Sequential cells grouped by signal name:
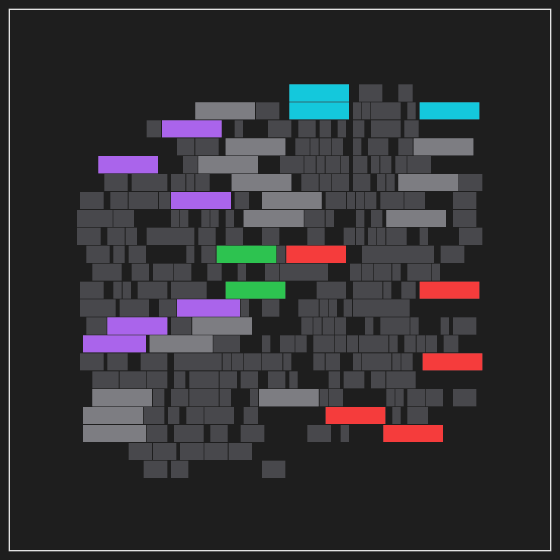
Cells coloured by class:
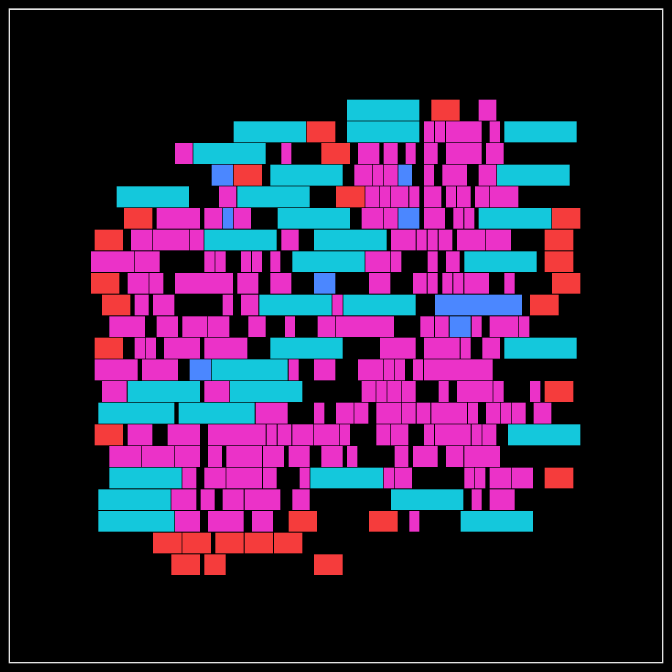
Routed clock nets over the placement:
Scale bar: 20 microns.
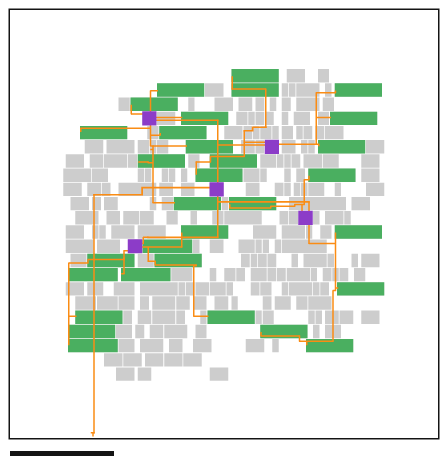
Gate families picked out:
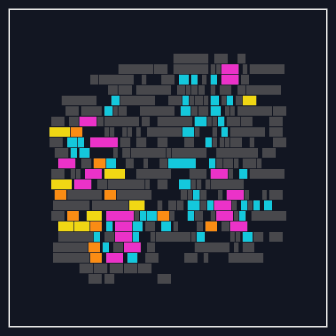
==> src/rtl/vend_pkg.sv <==
// rtl/vend_pkg.sv - shared state encoding and coin values for the vend datapath
package vend_pkg;

  // Dispenser sequencing states
  typedef enum logic [2:0] {
    ST_IDLE   = 3'd0,
    ST_ITEM   = 3'd1,
    ST_PICK   = 3'd2,
    ST_EJECT  = 3'd3,
    ST_GAP    = 3'd4,
    ST_FINISH = 3'd5
  } state_e;

  // Which ejector the current EJECT interval drives
  typedef enum logic [1:0] {
    COIN_NONE   = 2'd0,
    COIN_NICKEL = 2'd1,
    COIN_DIME   = 2'd2
  } coin_e;

  // Coin values in nickel units, sized to the internal remaining-change register
  localparam logic [4:0] NICKEL_UNITS = 5'd1;
  localparam logic [4:0] DIME_UNITS   = 5'd2;

endpackage

==> src/rtl/pulse_timer.sv <==
// rtl/pulse_timer.sv - loadable down-counter with an expired flag, shared by pulse and gap intervals
module pulse_timer #(
  parameter int W = 3
) (
  input  logic         clk,
  input  logic         rst_n,
  input  logic         load,
  input  logic [W-1:0] load_val,
  output logic         expired
);

  logic [W-1:0] cnt_q;
  logic [W-1:0] cnt_d;

  // A load wins over counting; the count parks at zero once it gets there
  always_comb begin
    cnt_d = cnt_q;
    if (load) begin
      cnt_d = load_val;
    end else if (cnt_q != '0) begin
      cnt_d = cnt_q - 1'b1;
    end
  end

  // Count register
  always_ff @(posedge clk or negedge rst_n) begin
    if (!rst_n) begin
      cnt_q <= '0;
    end else begin
      cnt_q <= cnt_d;
    end
  end

  // Loading N-1 makes the owning state last exactly N cycles
  assign expired = (cnt_q == '0);

endmodule

==> src/rtl/coin_dispenser.sv <==
// rtl/coin_dispenser.sv - item solenoid plus nickel/dime change payout with tube inventory
module coin_dispenser
  import vend_pkg::*;
#(
  parameter int PULSE_CYCLES = 4,
  parameter int GAP_CYCLES   = 2,
  parameter int CNT_W        = 6,
  parameter int NICKEL_INIT  = 10,
  parameter int DIME_INIT    = 10
) (
  input  logic             clk,
  input  logic             rst,
  input  logic             req,
  input  logic             vend,
  input  logic [3:0]       change,
  input  logic             refill_n,
  input  logic             refill_d,
  output logic             item_sol,
  output logic             nickel_sol,
  output logic             dime_sol,
  output logic             busy,
  output logic             done,
  output logic             short_chg,
  output logic [CNT_W-1:0] nickel_cnt,
  output logic [CNT_W-1:0] dime_cnt
);

  localparam int TMR_MAX = (PULSE_CYCLES > GAP_CYCLES) ? PULSE_CYCLES : GAP_CYCLES;
  localparam int TMR_W   = $clog2(TMR_MAX + 1);
  localparam logic [TMR_W-1:0] PULSE_LOAD = TMR_W'(PULSE_CYCLES - 1);
  localparam logic [TMR_W-1:0] GAP_LOAD   = TMR_W'(GAP_CYCLES - 1);
  localparam logic [CNT_W-1:0] CNT_MAX    = {CNT_W{1'b1}};

  state_e           state_q, state_d;
  coin_e            coin_q, coin_d;
  logic [4:0]       rem_q, rem_d;
  logic             short_q, short_d;
  logic             item_sol_q, item_sol_d;
  logic             nickel_sol_q, nickel_sol_d;
  logic             dime_sol_q, dime_sol_d;
  logic             busy_q, busy_d;
  logic             done_q, done_d;
  logic [CNT_W-1:0] nickel_cnt_q, nickel_cnt_d;
  logic [CNT_W-1:0] dime_cnt_q, dime_cnt_d;
  logic             dec_n, dec_d;
  logic             tmr_load;
  logic [TMR_W-1:0] tmr_val;
  logic             tmr_exp;

  pulse_timer #(.W(TMR_W)) u_timer (
    .clk      (clk),
    .rst_n    (rst),
    .load     (tmr_load),
    .load_val (tmr_val),
    .expired  (tmr_exp)
  );

  // Next-state, coin selection and timer control; dimes are preferred while two units remain
  always_comb begin
    state_d  = state_q;
    coin_d   = coin_q;
    rem_d    = rem_q;
    short_d  = short_q;
    dec_n    = 1'b0;
    dec_d    = 1'b0;
    tmr_load = 1'b0;
    tmr_val  = PULSE_LOAD;
    case (state_q)
      ST_IDLE: begin
        if (req) begin
          rem_d    = {1'b0, change};
          short_d  = 1'b0;
          tmr_load = vend;
          state_d  = vend ? ST_ITEM : ST_PICK;
        end
      end
      ST_ITEM: begin
        if (tmr_exp) begin
          tmr_load = 1'b1;
          tmr_val  = GAP_LOAD;
          state_d  = ST_GAP;
        end
      end
      ST_PICK: begin
        if (rem_q == '0) begin
          state_d = ST_FINISH;
        end else if (rem_q >= DIME_UNITS && dime_cnt_q != '0) begin
          coin_d   = COIN_DIME;
          rem_d    = rem_q - DIME_UNITS;
          dec_d    = 1'b1;
          tmr_load = 1'b1;
          state_d  = ST_EJECT;
        end else if (nickel_cnt_q != '0) begin
          coin_d   = COIN_NICKEL;
          rem_d    = rem_q - NICKEL_UNITS;
          dec_n    = 1'b1;
          tmr_load = 1'b1;
          state_d  = ST_EJECT;
        end else begin
          short_d = 1'b1;
          state_d = ST_FINISH;
        end
      end
      ST_EJECT: begin
        if (tmr_exp) begin
          tmr_load = 1'b1;
          tmr_val  = GAP_LOAD;
          state_d  = ST_GAP;
        end
      end
      ST_GAP: begin
        if (tmr_exp) begin
          state_d = ST_PICK;
        end
      end
      ST_FINISH: begin
        state_d = ST_IDLE;
      end
      default: begin
        state_d = ST_IDLE;
      end
    endcase

    // Outputs are decoded from the next state so they register alongside it
    item_sol_d   = (state_d == ST_ITEM);
    nickel_sol_d = (state_d == ST_EJECT) && (coin_d == COIN_NICKEL);
    dime_sol_d   = (state_d == ST_EJECT) && (coin_d == COIN_DIME);
    busy_d       = (state_d != ST_IDLE);
    done_d       = (state_d == ST_FINISH);
  end

  // Tube inventory: saturating refill, a refill that coincides with a payout cancels it
  always_comb begin
    nickel_cnt_d = nickel_cnt_q;
    if (refill_n && !dec_n) begin
      if (nickel_cnt_q != CNT_MAX) begin
        nickel_cnt_d = nickel_cnt_q + 1'b1;
      end
    end else if (dec_n && !refill_n) begin
      nickel_cnt_d = nickel_cnt_q - 1'b1;
    end

    dime_cnt_d = dime_cnt_q;
    if (refill_d && !dec_d) begin
      if (dime_cnt_q != CNT_MAX) begin
        dime_cnt_d = dime_cnt_q + 1'b1;
      end
    end else if (dec_d && !refill_d) begin
      dime_cnt_d = dime_cnt_q - 1'b1;
    end
  end

  // All sequencing state and registered outputs; reset drops every solenoid at once
  always_ff @(posedge clk or negedge rst) begin
    if (!rst) begin
      state_q      <= ST_IDLE;
      coin_q       <= COIN_NONE;
      rem_q        <= '0;
      short_q      <= 1'b0;
      item_sol_q   <= 1'b0;
      nickel_sol_q <= 1'b0;
      dime_sol_q   <= 1'b0;
      busy_q       <= 1'b0;
      done_q       <= 1'b0;
      nickel_cnt_q <= CNT_W'(NICKEL_INIT);
      dime_cnt_q   <= CNT_W'(DIME_INIT);
    end else begin
      state_q      <= state_d;
      coin_q       <= coin_d;
      rem_q        <= rem_d;
      short_q      <= short_d;
      item_sol_q   <= item_sol_d;
      nickel_sol_q <= nickel_sol_d;
      dime_sol_q   <= dime_sol_d;
      busy_q       <= busy_d;
      done_q       <= done_d;
      nickel_cnt_q <= nickel_cnt_d;
      dime_cnt_q   <= dime_cnt_d;
    end
  end

  assign item_sol   = item_sol_q;
  assign nickel_sol = nickel_sol_q;
  assign dime_sol   = dime_sol_q;
  assign busy       = busy_q;
  assign done       = done_q;
  assign short_chg  = short_q;
  assign nickel_cnt = nickel_cnt_q;
  assign dime_cnt   = dime_cnt_q;

endmodule

==> config.mk <==
export PLATFORM = sky130hd
export DESIGN_NAME = coin_dispenser
export DESIGN_NICKNAME = d
export VERILOG_FILES = /design/src/rtl/vend_pkg.sv /design/src/rtl/pulse_timer.sv /design/src/rtl/coin_dispenser.sv
export SDC_FILE = /design/constraint.sdc
export NUM_CORES = 1
export LEC_CHECK = 0
export CAP_MARGIN = 20
export CORE_MARGIN = 10
export CORE_UTILIZATION = 53
export CTS_BUF_LIST = sky130_fd_sc_hd__clkbuf_4
export DETAILED_ROUTE_END_ITERATION = 8
export PLACE_DENSITY = 0.85
export SLEW_MARGIN = 5
export SYNTH_ARGS = -nofsm -noshare
export SYNTH_HDL_FRONTEND = slang
export SYNTH_SLANG_ARGS = --single-unit
==> constraint.sdc <==
create_clock -name clk -period 4.86 [get_ports clk]
set_clock_uncertainty 0.05 [all_clocks]
set_input_delay 0.729 -clock clk [delete_from_list [all_inputs] [get_ports clk]]
set_output_delay 0.729 -clock clk [all_outputs]
set_load 0.01 [all_outputs]
==> impl_metrics.toml <==
# implementation run metrics
[die]
die-area_sq_mm = 0.006717
fp.coreArea_sq_mm = 0.003689
die_height_microns = 81.96
dieWidth_microns = 81.96

[final_timing]
setup_viol = 0
rsz0062_at_grt = "no"
fmax_mhz = 302.1
fin_tns_setup_ps = 0
finalCritPeriodShare = 0.6812
hold_viol = 0
holdWs_ps = 477.6
fin_ws_ps = 1550

[grt]
grt-busiest-layer = "met2"
antenna_found_initial = 0
grtUsageMet1 = 0.1618
grt_pass1_wl_microns = 7541
grtUsageTotal = 0.1401
grt_remaining_overflow = 0
use_met3 = 0.04148
grt_pass1_vias = 1687
met2_usage = 0.2367

[job]
warnings = 30
cap_violations = 0

[final_layout]
area_delta_synth_final_pct = 19.07
postLayoutCoreUtil = 0.6567
layout-drive-gt1-share = 0.1025
nets = 270
nFillCells = 323
layout.cells.non_filler = 292

[synthesis]
synth_cell_types = 49
topCellsByArea = "dfrtp_1, ha_1, dfstp_2"
syn-num-nets = 239
synthArstFlopShare = 1.000
avgSynthCellArea_sq_um = 9.596
netlist_area_sq_mm = 0.002034
ys_cells = 212
synth-edff-count = 0
yosys_warnings = 0

[cts]
cts_buffers = 5
cts_tree = "built"
cts_hold_buf = 0
clk_pin_slew_ps = 100
ctsLongestPathBuffers = 2
cts_sinks = 31
cts-resized-gates = 0
root_buffer = "clkbuf_4"

[route]
wl_met1_microns = 1889
wl_microns = 4389
drcViolationCount = 0
route.detailed.wl_per_inst_microns = 15.03
viasPerCell = 5.801
drt-initial-drc-count = 125
wl_met3_microns = 322
num_vias = 1694
ant_nets = 0

[power_and_ir_drop]
clock_power_uw = 198
switchingPower_uw = 692.1
seq-power_uw = 554
power_density_mw_per_mm2 = 682.7
pwr-share-comb = 0.545
swShare = 0.4185
power.group.top = "combinational logic"
p_leak_uw = 0.001038
comb-power_uw = 902
power_uw = 1654
intPower_uw = 961.6

[run_status]
run_status = "finished clean"

[worst_setup_path]
crit_family = "AND-OR/OR-AND gates"
path_depth = 11
worst-path-max-fanout = 13
arrival_ps = 3480
path_buffers = 0
path_cells = "or3b_1, a211oi_4, o21ai_2, nand2_1, ha_1, a211oi_1, o21bai_1, a21o_1, nor3_1, nand2b_1, o22ai_1"
crit_end = "nickel_cnt[5]$_DFFE_PN0P_"
cp-end-kind = "flip-flop"
crit_slowest_cell = "or3b_1"
reg2reg_from = "state_q[0]$_DFF_PN0_"
worst_r2r_path_depth = 11
critical_path_class = "reg -> reg"
reg2reg_slack_ps = 1550
setup.worst_path.start = "state_q[0]$_DFF_PN0_"

[worst_hold_path]
hold_depth = 2
whs_endpoint = "coin_q[1]$_DFF_PN0_"
hold_path.class = "reg -> reg"
hp-start = "coin_q[1]$_DFF_PN0_"

[place]
place_hpwl_microns = 3292
place_ws_ps = 1624
gp_routability_congestion = 0.8751
dp_cells = 284
About 'sequential cells grouped by signal name':
Cyan marks u_timer.cnt_q, flops 3. Purple marks nickel_cnt, flops 6. Green marks coin_q, flops 2. Red marks rem_q, flops 5.

About 'cells coloured by class':
Red marks other buffers and delay cells, cells 28, share of their area 12%. Magenta marks combinational and other logic, cells 177, share of their area 52%. Blue marks clock drivers and dummy loads, cells 8, share of their area 3.2%. Cyan marks flops, cells 31, share of their area 33%.

About 'routed clock nets over the placement':
Orange marks clock wires, length 437 microns. Green marks flip-flops, count 31. Purple marks clock drivers, count 5.
There are 6 routed clock nets.

About 'gate families picked out':
Orange marks XOR/XNOR gates, cells 10. Yellow marks multiplexers, cells 8. Magenta marks adder and majority cells, cells 17. Cyan marks inverting AOI/OAI gates, cells 43.

## synthesized netlist by cell type (2+ instances only)
master and number:
nor2b_1 3, nor3_1 3, nand4_1 2, o21a_1 2
a32oi_1 2, nor2_1 25, nand2_1 24, a21o_1 5
nand3_1 7, fa_1 2, inv_1 6, o21bai_1 3
a31oi_1 4, xnor2_1 5, o22ai_1 2, dfstp_2 4
and3_1 3, nor4b_1 2, clkbuf_1 2, o211ai_1 2
nor3b_1 2, a211oi_1 3, nor4_1 2, dfrtp_1 27
mux2_4 3, a21oi_1 12, mux2_2 4, xor2_1 5
a22oi_1 2, nand2b_1 4, ha_1 15, o21ai_0 8
## cells in the final DEF (no fill, tap or decap), types with 3 or more instances in the layout
cell type         n
o21ai_0           8
a31oi_1           4
nor3_1            3
a21o_1            5
nor2b_1           3
mux2_2            4
nand3_1           7
ha_1             15
dfstp_2           4
o21bai_1          3
clkdlybuf4s50_1  27
nand2b_1          4
a211oi_1          3
mux2_4            3
xor2_1            5
nand2_1          24
a21oi_1          12
clkbuf_4          5
inv_1             6
and3_1            3
dfrtp_1          27
nor2_1           25
xnor2_1           5
## cell families (layout without fill, tap and decap cells)
kind of cell,Yosys count,in the layout,synth area share
adders and majority gates,17,17,0.1119
xor gates and xnor gates,10,10,0.04305
buffers and inverters,10,42,0.02399
muxes,8,8,0.04920
and+or+nand+nor,83,83,0.2079
AOI/OAI and AO/OA,53,53,0.1802
DFF,31,31,0.3838
## layout make-up
type,count,area [sq um],area share
inverters,6,22.52,0.009298
flip-flops and latches,31,780.7,0.3223
well taps,48,60.06,0.02479
repair buffers,28,277.8,0.1147
clock inverters,3,38.79,0.01601
multi-input cells,171,1205,0.4974
clock buffers,5,37.54,0.01550
Power and IR drop assume default switching activity.
